Fig. 1: run 1, placed standard cells
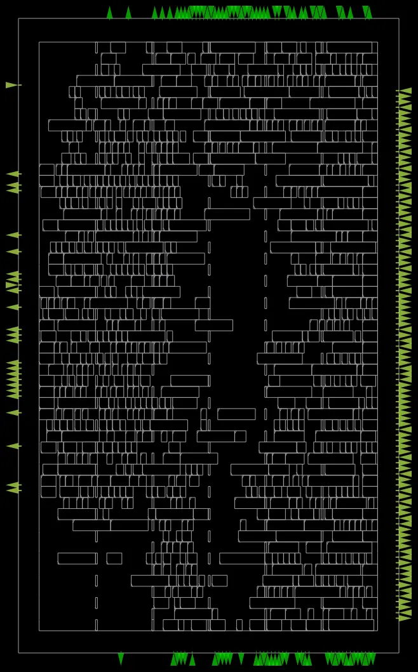
Fig. 2: run 1, routed clock nets over the placement
Scale bar: 20 µm.
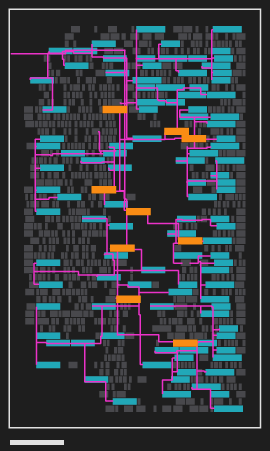
Fig. 3: run 1, wire density map
19 x 31 tiles, from dark blue (low) to red (high), scaled to the fullest tile. Values are wire area over tile area, all layers added.
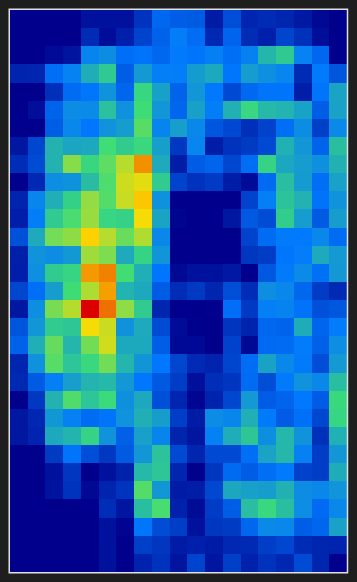
File: src/rtl/matmul_pkg.sv
// Shared state encoding and RAM select codes for the matmul job controller.
package matmul_pkg;

   typedef enum logic [2:0] {
      LOAD_X,
      LOAD_Y,
      START,
      WAIT_ACK,
      RUN,
      READ_Z,
      FLUSH
   } state_e;

   localparam logic [1:0] SEL_X = 2'b00;
   localparam logic [1:0] SEL_Y = 2'b01;
   localparam logic [1:0] SEL_Z = 2'b10;

endpackage

File: src/rtl/matmul_out_skid.sv
// Two-entry valid/ready buffer for Z read-return data; the head entry drives the
// output so data stays stable while the consumer stalls.
module matmul_out_skid #(
   parameter int DATA_WIDTH = 32
) (
   input  logic                  clk,
   input  logic                  rst,
   input  logic                  push_i,
   input  logic [DATA_WIDTH-1:0] push_data_i,
   input  logic                  push_last_i,
   output logic                  out_valid_o,
   input  logic                  out_ready_i,
   output logic [DATA_WIDTH-1:0] out_data_o,
   output logic                  out_last_o,
   output logic [1:0]            count_o
);

   logic [1:0]            count_q, count_d;
   logic [DATA_WIDTH-1:0] head_data_q, head_data_d, tail_data_q, tail_data_d;
   logic                  head_last_q, head_last_d, tail_last_q, tail_last_d;
   logic                  pop;
   logic [1:0]            slot;

   assign pop = out_valid_o & out_ready_i;

   // A pop shifts the tail forward first, so a same-cycle push lands in the freed slot.
   always_comb begin
      head_data_d = head_data_q;
      head_last_d = head_last_q;
      tail_data_d = tail_data_q;
      tail_last_d = tail_last_q;
      slot        = count_q - {1'b0, pop};
      if (pop && count_q == 2'd2) begin
         head_data_d = tail_data_q;
         head_last_d = tail_last_q;
      end
      if (push_i) begin
         if (slot == 2'd0) begin
            head_data_d = push_data_i;
            head_last_d = push_last_i;
         end else begin
            tail_data_d = push_data_i;
            tail_last_d = push_last_i;
         end
      end
      count_d = slot + {1'b0, push_i};
   end

   always_ff @(posedge clk or negedge rst) begin
      if (!rst) count_q <= 2'd0;
      else      count_q <= count_d;
   end

   always_ff @(posedge clk) begin
      head_data_q <= head_data_d;
      head_last_q <= head_last_d;
      tail_data_q <= tail_data_d;
      tail_last_q <= tail_last_d;
   end

   assign out_valid_o = (count_q != 2'd0);
   assign out_data_o  = head_data_q;
   assign out_last_o  = out_valid_o & head_last_q;
   assign count_o     = count_q;

endmodule

File: src/rtl/matmul_job_controller.sv
// Streaming job sequencer for the matmul top: loads X/Y, launches, reads Z back out.
// Optional MATMUL_CTRL_PERF_EN adds a saturating compute-cycle counter on perf_cycles.
module matmul_job_controller
   import matmul_pkg::*;
#(
   parameter int ADDR_WIDTH    = 32,
   parameter int DATA_WIDTH    = 32,
   parameter int X_ROWS        = 5,
   parameter int Y_COLS        = 5,
   parameter int X_COLS_Y_ROWS = 5
) (
   input  logic                  clk,
   input  logic                  rst,
   input  logic                  in_valid,
   output logic                  in_ready,
   input  logic [DATA_WIDTH-1:0] in_data,
   output logic                  out_valid,
   input  logic                  out_ready,
   output logic [DATA_WIDTH-1:0] out_data,
   output logic                  out_last,
   output logic                  done,
   output logic [31:0]           perf_cycles,
   output logic                  mm_start,
   input  logic                  mm_busy,
   output logic [ADDR_WIDTH-1:0] mm_ram_addr,
   output logic                  mm_ram_wen,
   output logic [1:0]            mm_ram_sel,
   output logic [DATA_WIDTH-1:0] mm_ram_data_in,
   input  logic [DATA_WIDTH-1:0] mm_ram_data_out
);

   localparam logic [ADDR_WIDTH-1:0] NX = ADDR_WIDTH'(X_ROWS * X_COLS_Y_ROWS);
   localparam logic [ADDR_WIDTH-1:0] NY = ADDR_WIDTH'(X_COLS_Y_ROWS * Y_COLS);
   localparam logic [ADDR_WIDTH-1:0] NZ = ADDR_WIDTH'(X_ROWS * Y_COLS);

   state_e                state_q, state_d;
   logic [ADDR_WIDTH-1:0] cnt_q, cnt_d;
   logic                  rd_pend_q, rd_last_q, done_q;
   logic                  in_hs, out_hs, rd_issue;
   logic [1:0]            skid_count;
   logic [2:0]            occ;

   assign in_hs  = in_valid & in_ready;
   assign out_hs = out_valid & out_ready;

   // Credit counts entries that will remain after this cycle's pop plus the read in flight.
   assign occ      = {1'b0, skid_count} + {2'b00, rd_pend_q} - {2'b00, out_hs};
   assign rd_issue = (state_q == READ_Z) && (occ < 3'd2);

   always_ff @(posedge clk or negedge rst) begin
      if (!rst) begin
         state_q   <= LOAD_X;
         cnt_q     <= '0;
         rd_pend_q <= 1'b0;
         rd_last_q <= 1'b0;
         done_q    <= 1'b0;
      end else begin
         state_q   <= state_d;
         cnt_q     <= cnt_d;
         rd_pend_q <= rd_issue;
         rd_last_q <= rd_issue && (cnt_q == NZ - 1'b1);
         done_q    <= out_hs & out_last;
      end
   end

   always_comb begin
      state_d = state_q;
      cnt_d   = cnt_q;
      unique case (state_q)
         LOAD_X: if (in_hs) begin
            if (cnt_q == NX - 1'b1) begin
               state_d = LOAD_Y;
               cnt_d   = '0;
            end else cnt_d = cnt_q + 1'b1;
         end
         LOAD_Y: if (in_hs) begin
            if (cnt_q == NY - 1'b1) begin
               state_d = START;
               cnt_d   = '0;
            end else cnt_d = cnt_q + 1'b1;
         end
         START:    state_d = WAIT_ACK;
         WAIT_ACK: if (mm_busy)  state_d = RUN;
         RUN:      if (!mm_busy) state_d = READ_Z;
         READ_Z: if (rd_issue) begin
            if (cnt_q == NZ - 1'b1) begin
               state_d = FLUSH;
               cnt_d   = '0;
            end else cnt_d = cnt_q + 1'b1;
         end
         FLUSH: if (out_hs && out_last) begin
            state_d = LOAD_X;
            cnt_d   = '0;
         end
         default: state_d = LOAD_X;
      endcase
   end

   always_comb begin
      in_ready   = rst & ((state_q == LOAD_X) || (state_q == LOAD_Y));
      mm_start   = (state_q == START);
      mm_ram_wen = in_valid & in_ready;
      mm_ram_sel = SEL_X;
      if (state_q == LOAD_Y) mm_ram_sel = SEL_Y;
      else if ((state_q == READ_Z) || (state_q == FLUSH)) mm_ram_sel = SEL_Z;
   end

   assign mm_ram_addr    = cnt_q;
   assign mm_ram_data_in = in_data;
   assign done           = done_q;

   matmul_out_skid #(
      .DATA_WIDTH (DATA_WIDTH)
   ) u_skid (
      .clk         (clk),
      .rst         (rst),
      .push_i      (rd_pend_q),
      .push_data_i (mm_ram_data_out),
      .push_last_i (rd_last_q),
      .out_valid_o (out_valid),
      .out_ready_i (out_ready),
      .out_data_o  (out_data),
      .out_last_o  (out_last),
      .count_o     (skid_count)
   );

`ifdef MATMUL_CTRL_PERF_EN
   logic [31:0] perf_q, perf_d;

   always_comb begin
      perf_d = perf_q;
      if (state_q == START) perf_d = '0;
      else if (((state_q == WAIT_ACK) || (state_q == RUN)) && (perf_q != '1))
         perf_d = perf_q + 32'd1;
   end

   always_ff @(posedge clk or negedge rst) begin
      if (!rst) perf_q <= '0;
      else      perf_q <= perf_d;
   end

   assign perf_cycles = perf_q;
`else
   assign perf_cycles = '0;
`endif

endmodule

File: config.mk
export PLATFORM = sky130hd
export DESIGN_NAME = matmul_job_controller
export DESIGN_NICKNAME = d
export VERILOG_FILES = /design/src/rtl/matmul_pkg.sv /design/src/rtl/matmul_out_skid.sv /design/src/rtl/matmul_job_controller.sv
export SDC_FILE = /design/constraint.sdc
export NUM_CORES = 1
export LEC_CHECK = 0
export ABC_AREA = 1
export ABC_CLOCK_PERIOD_IN_PS = 4300
export CAP_MARGIN = 20
export CORE_ASPECT_RATIO = 1.75
export CORE_MARGIN = 5
export CORE_UTILIZATION = 50
export CTS_CLUSTER_SIZE = 8
export DETAILED_ROUTE_END_ITERATION = 7
export PLACE_DENSITY = 0.92
export SLEW_MARGIN = 10
export SYNTH_ARGS = -nofsm -noshare
export SYNTH_HDL_FRONTEND = slang
export SYNTH_SLANG_ARGS = --single-unit
File: constraint.sdc
create_clock -name clk -period 4.3 [get_ports clk]
set_input_delay 0.645 -clock clk [delete_from_list [all_inputs] [get_ports clk]]
set_output_delay 0.645 -clock clk [all_outputs]
set_load 0.01 [all_outputs]
==> reports/qor.txt, run 1 <==
AND-OR/OR-AND share of the synthesized area: 0.0162
Drt drc: 0
Sequential Power: 1.38 mW
Met2 usage: 0.394
Leak: 3.32 nW
Peak supply drop: 0.000206 V
RSZ-0062 raised after global routing: false
Distinct cells, synth: 32
Switching Share: 0.352
Hold Path Sink: u_skid.tail_last_q
Row cnt: 53
Worst Path Required: 4.56 ns
Simple-gate area share of the yosys netlist: 0.380
Placed cells: 1027
Startpoint Class: primary input
Hold-fix buffers at CTS: 0
Flops after synth: 106
Mux share: 0
Slew margin rel.: 0.511
Pint: 2.25 mW
Largest net degree at the start of global routing: 41
Hold Fails Final Rpt: 0
Hold path start: rd_last_q
Worst Max-Slew Pin Slew: 0.733 ns
Gr busiest metal: met2
TritonCTS Buffers: 9
Max Freq: 317 MHz
Main logic family: simple AND/OR/NAND/NOR gates
First-pass GRT wire length: 25200 µm
Min Tclk post-route: 3.15 ns
Clock Sink Count: 106
Final instance area: 7120 µm²
Final Power: 3.47 mW
Critical path data arrival time: 3.41 ns
Clk slew on worst S/H paths: 0.07 ns
Post_cts resized: 0
Height of the die: 155 µm
Pwr top: sequential cells
CP Class: in -> reg
Slowest CP cell: clkdlybuf4s50_1
DRT iter0 DRCs: 215
CP dominant cell by count: nand2_2
Met2 wire len: 8150 µm
Yosys stat area: 6040 µm²
Register area share after synthesis: 0.439
Status: complete, no violations
Met3 Use GR: 0.0426
Reg2reg path depth: 13
Uppermost layer routed: met4
GPL Wtd Cong: 0.929
Met1 Wirelength: 5760 µm
Mapped Area: 6040 µm²
Antenna viol nets, final: 0
Global-route track usage on met1: 0.236
Element type at the critical path end: register
Internal reg-to-reg setup slack: 1.49 ns
Comb pwr: 1.26 mW
Slew Viols, Final: 0
PwrDens: 487 nW/µm²
Routed vias/inst: 5.12
Die X: 93.1 µm
Vias in the first global route: 5141
Post-DP HPWL: 11100 µm
Post-Synthesis Cells: 838
Fin crit share: 0.733
Net switching power: 1.22 mW
H-tree Lvls: 3
Clk latency late pin: 0.34 ns
Share of cells above drive strength 1: 0.0541
Postcts setup bufs: 0
Critical-path cell list: clkdlybuf4s50_1 -> inv_1 -> nor2_1 -> nand2_2 -> o21ai_2 -> nand2_1 -> fa_1 -> nand3_1 -> nand2_2 -> nand2_2 -> nor2_4 -> buf_4 -> nand4_1 -> o21ai_0
RR Endpoint: mm_ram_addr[8]
Gate power share: 0.364
Yosys warns: 0
Root buffer cell: clkbuf_16
Drt pass-1 iters: 6
Ant diodes: 0
Hold Crit Class: reg -> reg
CP max stage delay: 0.52 ns
Count of final setup violators: 0
Register share of total power: 0.397
XOR Share, Synth: 0.0145
Syn Area/Cell: 7.21 µm²
# IOs: 205
Port Buffer Count: 108
DP Area: 6810 µm²
Max-cap viol count: 0
About Fig. 1:
Tap Cells: 137
Core ar.: 11900 µm²

About Fig. 2:
Key: clock wires = magenta [length 1290 µm]; flip-flops = cyan [count 106]; clock drivers = orange [count 9]
There are 10 routed clock nets.
P_clk: 0.827 mW
Clock Power Share: 0.239
Clock Skews: 0.00895 ns

About Fig. 3:
14% of the tiles are nearly empty. 7.8% of the tiles are over half the peak. The mean over all tiles is 0.18.
Avg WL per Cell: 14.9 µm
Post-Route WL: 15500 µm
total track usage: 0.218
Via Count: 5341

run 1: layout make-up:
cell class | instances | area [µm²]
Multi-Input combinational cell | 618 | 2670
Sequential cell | 106 | 2650
Clock buffer | 10 | 239
Fill cell | 1076 | 4820
Clock inverter | 6 | 65.1
Inverter | 51 | 191
Timing Repair Buffer | 115 | 1130
Tap cell | 137 | 171
run 1: registers in the layout (all words and copies together) (netlist names):
name,flops
u_skid.count_o,2
state_q,3
u_skid.tail_last_q,1
mm_ram_addr,32
rd_pend_q,1
u_skid.tail_data_q,32
rd_last_q,1
u_skid.head_last_q,1
u_skid.out_data_o,32
done,1
run 1: through the flow:
stage               worst slack [ns]  hold slack [ns]
floorplan                       1.66            0.349
global placement               0.909            0.433
detailed placement             0.812            0.443
CTS                             1.17            0.463
global route                   0.897            0.475
finish                          1.15            0.463
run 1: how the worst max path moves through the flow:
stage / start / endpoint / slack (ns) / depth (start not counted)
2_1_floorplan: out_ready / u_skid.tail_data_q[0] / 1.66 / 7
5_1_grt: out_ready / mm_ram_addr[5] / 0.90 / 14
3_3_place_gp: out_ready / mm_ram_addr[8] / 0.91 / 14
3_5_place_dp: out_ready / mm_ram_addr[7] / 0.81 / 14
4_1_cts: out_ready / mm_ram_addr[8] / 1.17 / 14
6_report: out_ready / mm_ram_addr[8] / 1.15 / 14
run 1: cell usage after synthesis:
| master | n | area [µm²] |
|---|---|---|
| o21ai_1 | 2 | 10.0 |
| nand2_2 | 6 | 37.5 |
| inv_1 | 43 | 161 |
| conb_1 | 1 | 3.75 |
| inv_2 | 8 | 30.0 |
| o21bai_1 | 1 | 7.51 |
| ha_1 | 4 | 50.1 |
| buf_4 | 65 | 488 |
| nor2_1 | 86 | 323 |
| edfxtp_1 | 33 | 991 |
| fa_1 | 1 | 20.0 |
| nand3_2 | 1 | 10.0 |
| o21ai_0 | 12 | 60.1 |
| nand3_1 | 82 | 410 |
| nand2_1 | 347 | 1300 |
| o21ai_2 | 1 | 8.76 |
| nand4_1 | 14 | 87.6 |
| o22ai_1 | 1 | 6.26 |
| clkbuf_1 | 10 | 37.5 |
| nor3_1 | 3 | 15.0 |
| dfxtp_1 | 33 | 661 |
| nor2_2 | 6 | 37.5 |
| xnor2_1 | 1 | 8.76 |
| buf_1 | 2 | 7.51 |
| xor2_1 | 9 | 78.8 |
| a21oi_1 | 1 | 5.00 |
| buf_6 | 4 | 45.0 |
| nor2_4 | 3 | 33.8 |
| nand3b_1 | 4 | 30.0 |
| dfrtp_1 | 40 | 1000 |
| nor4_1 | 1 | 6.26 |
| buf_2 | 13 | 65.1 |
run 1: worst max-delay path: cells and delay by family:
family          cells  cell delay (ns)
simple gates        8             0.98
buf+inv             3             0.93
fa+ha+maj           1             0.50
compound gates      2             0.33
run 1: cells in the final DEF (no fill, tap or decap), drive strengths merged, types with 8 or more instances in the layout:
cell,n
buf,8
clkbuf,10
clkdlybuf4s50,107
conb,32
dfrtp,40
dfxtp,33
edfxtp,33
inv,55
nand2,353
nand3,83
nand4,14
nor2,95
o21ai,15
xor2,9
==> run 2: changes to the inputs <==
--- a/config.mk
+++ b/config.mk
@@ -6,14 +6,14 @@
 export NUM_CORES = 1
 export LEC_CHECK = 0
 export ABC_AREA = 1
-export ABC_CLOCK_PERIOD_IN_PS = 4300
+export ABC_CLOCK_PERIOD_IN_PS = 3100
 export CAP_MARGIN = 20
 export CORE_ASPECT_RATIO = 1.75
 export CORE_MARGIN = 5
-export CORE_UTILIZATION = 50
+export CORE_UTILIZATION = 46
 export CTS_CLUSTER_SIZE = 8
 export DETAILED_ROUTE_END_ITERATION = 7
-export PLACE_DENSITY = 0.92
+export PLACE_DENSITY = 0.86
 export SLEW_MARGIN = 10
 export SYNTH_ARGS = -nofsm -noshare
 export SYNTH_HDL_FRONTEND = slang
==> constraint.sdc (replaced) <==
create_clock -name clk -period 3.1 [get_ports clk]
set_input_delay 0.465 -clock clk [delete_from_list [all_inputs] [get_ports clk]]
set_output_delay 0.465 -clock clk [all_outputs]
set_load 0.01 [all_outputs]
==> run 2 against run 1 <==
Register-to-register slack got worse by 0.82 ns. Total power increased by 39%. Sequential power increased by 38%. Synthesized cell count unchanged. First-iteration DRC count decreased by 16%.
==> reports/qor.txt, run 2 <==
RSZ-0062 raised after global routing: false
Element type at the critical path end: register
Fin Setup TNS: 0 ns
Post-DP HPWL: 10800 µm
Net switching power: 1.72 mW
Min Tclk post-route: 2.67 ns
Startpoint Class: primary input
Distinct cells, synth: 32
Top-area cell share: 0.216
Top cells excl fill/tap: nand2_1, clkdlybuf4s50_1, nor2_1
Clk buf depth: 2
Pint: 3.11 mW
Final Power: 4.83 mW
Gate power share: 0.367
Drt drc: 0
Vias in the first global route: 5078
Routed vias/inst: 4.92
Final nets: 978
Max-cap viol count: 0
Clock Sink Count: 106
# IOs: 205
Hold-fix buffers at CTS: 0
CP max FO: 27
Hold Fails Final Rpt: 0
Post_cts resized: 0
Postcts setup bufs: 0
Yosys warns: 0
Chip area: 15600 µm²
Drt pass-1 iters: 4
Largest area contributor in the netlist: nand2_1
Fin util: 0.556
Clock Power Share: 0.238
Fp util: 0.467
Number of filler cells placed in the layout: 1217
Core ar.: 12900 µm²
Ant diodes: 0
Slew Viols, Final: 0
Clk slew on worst S/H paths: 0.08 ns
Root buffer cell: clkbuf_16
Share of cells above drive strength 1: 0.0572
Cell count in the Yosys report: 838
Critical path data arrival time: 2.95 ns
Post-synth EDFFs: 33
Hold_ws: 0.286 ns
Register area share after synthesis: 0.439
Max Freq: 374 MHz
Die X: 96.6 µm
Critical-path cell list: clkdlybuf4s50_1 -> inv_1 -> nor2_1 -> nand2_2 -> o21ai_2 -> nand2_1 -> fa_1 -> inv_1 -> nand2_1 -> nand3_1 -> nand2_2 -> nand2_2 -> nor2_4 -> inv_2 -> nand2_1 -> nand2_1
First-pass GRT wire length: 24500 µm
Post-Synthesis Cells: 838
Slowest CP cell: clkdlybuf4s50_1
Pre-CTS setup slack: 0.0697 ns
Top cell excl fill/tap: nand2_1
TritonCTS Buffers: 9
Worst Path Required: 3.37 ns
Antenna viol nets, final: 0
Flops after synth: 106
Switching Share: 0.356
Yosys stat area: 6040 µm²
Internal reg-to-reg setup slack: 0.67 ns
CP delay by family, top: buffers and inverters
Slew margin rel.: 0.563
CP Class: in -> reg
CP max stage delay: 0.56 ns
Placed cells: 1064
Largest net degree at the start of global routing: 41
Row cnt: 55
Fin crit share: 0.862
Syn Area/Cell: 7.21 µm²
Hold Crit Class: in -> async
Count of final setup violators: 0
Ys async rst share: 0.377
Logic area: 2670 µm²
Initial antenna violation count: 0
Tool Warnings: 28
Area contributors post-synth: nand2_1, dfrtp_1, edfxtp_1, dfxtp_1, buf_4
DRT iter0 DRCs: 181
Mapped Area: 6040 µm²
Clock Skews: 0.0107 ns
Height of the die: 162 µm
Buf/Inv on CP: 4
Clk latency late pin: 0.34 ns
Final instance area: 7200 µm²
DP Area: 6890 µm²
H-tree Lvls: 3
Worst Max-Slew Pin Slew: 0.653 ns
PwrDens: 671 nW/µm²
Leak: 3.34 nW
Reg area: 2650 µm²
Post-synth top cells: nand2_1, nor2_1, nand3_1
Port Buffer Count: 108
Layout Cells excl Fill: 1080
CTS tree: done
Cell with the most instances after synthesis: nand2_1
GPL Wtd Cong: 0.937
Register share of total power: 0.396
Main synth FF type: dfrtp_1
CP dominant cell by count: nand2_1
GRT overflow: 0
Peak supply drop: 0.000330 V
Status: complete, no violations
-- run 2: area by class of cell --
| type | instances | share of cell area |
|---|---|---|
| multi-input cells | 618 | 0.371 |
| flip-flops and latches | 106 | 0.369 |
| repair buffers | 118 | 0.162 |
| clock buffers | 9 | 0.0313 |
| well taps | 171 | 0.0297 |
| inverters | 51 | 0.0266 |
| clock inverters | 7 | 0.0113 |
-- run 2: cell families after synthesis --
kind of cell / count (synthesis) / share of synthesized area
and+or+nand+nor: 553 / 0.380
xor gates and xnor gates: 10 / 0.0145
adders and majority gates: 5 / 0.0116
other: 1 / 0.000621
buffers and inverters: 145 / 0.138
AOI/OAI and AO/OA: 18 / 0.0162
DFF: 106 / 0.439
-- run 2: power groups by stage --
stage	combinational [mW]	clock, mW	sequential (mW)
detailed placement	1.79	0	1.94
floorplan	0.968	0	2.01
global placement	1.76	0	1.93
CTS	1.80	1.19	1.91
global route	1.97	1.25	1.95
finish	1.77	1.15	1.91
-- run 2: path summary, 6_finish.rpt --
check,cells past startpoint,endpoint,from
max,16,mm_ram_addr[3],out_ready
min,2,mm_ram_addr[27],rst
max reg2reg,15,mm_ram_addr[3],u_skid.count_o[1]
min reg2reg,0,u_skid.tail_last_q,rd_last_q
max in group asynchronous,2,u_skid.count_o[0],rst
min in group clk,0,u_skid.tail_last_q,rd_last_q
-- run 2: worst register-to-register path, delay by kind of cell, from the launching register on --
family                   cells  cell delay [ns]
AND-OR/OR-AND                1             0.13
adder cells (fa/ha/maj)      1             0.39
buffers and inverters        2             0.43
flip-flops                   1             0.43
AND/OR/NAND/NOR             11             0.99
-- run 2: metal layers --
| metal | vias to the layer above | track usage | routed length [µm] |
|---|---|---|---|
| li1 | 2675 | - | - |
| met1 | 2402 | 0.206 | 5740 |
| met2 | 188 | 0.347 | 7740 |
| met3 | 49 | 0.0324 | 710 |
| met4 | 0 | 0.118 | 855 |
| met5 | - | 0 | 0 |
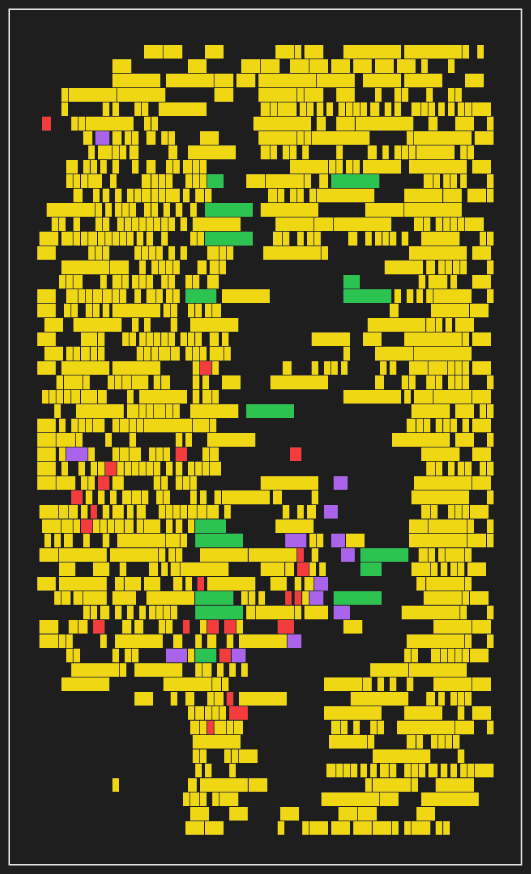
Fig. 4. Cell sizes after repair (run 2).
Key: _2 cells = red [cells 23, share 2.5%, most used inv_2]; _0 and _1 cells = yellow [cells 857, share 94%, most used nand2_1]; _3 and _4 cells = purple [cells 13, share 1.4%, most used buf_4]; _6 and larger = green [cells 16, share 1.8%, most used clkbuf_16]
worst setup margin: 0.428 ns
Area growth, synth to finish: 19.2%

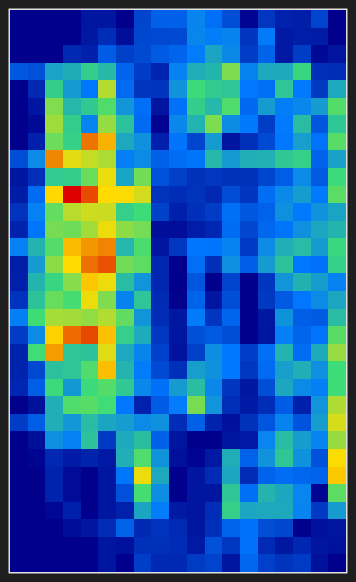
Fig. 5. Wire density map (run 2).
19 x 32 tiles, from dark blue (low) to red (high), scaled to the fullest tile. Values are wire area over tile area, all layers added.
The emptiest ninth of the die: bottom left. The mean over all tiles is 0.16. The fullest tile reaches 0.61. 15% of the tiles are over half the peak. 11% of the tiles are nearly empty.
total track usage: 0.192
Avg WL per Cell: 13.9 µm
Via Count: 5314
Post-Route WL: 15000 µm

Power and IR drop assume default switching activity.
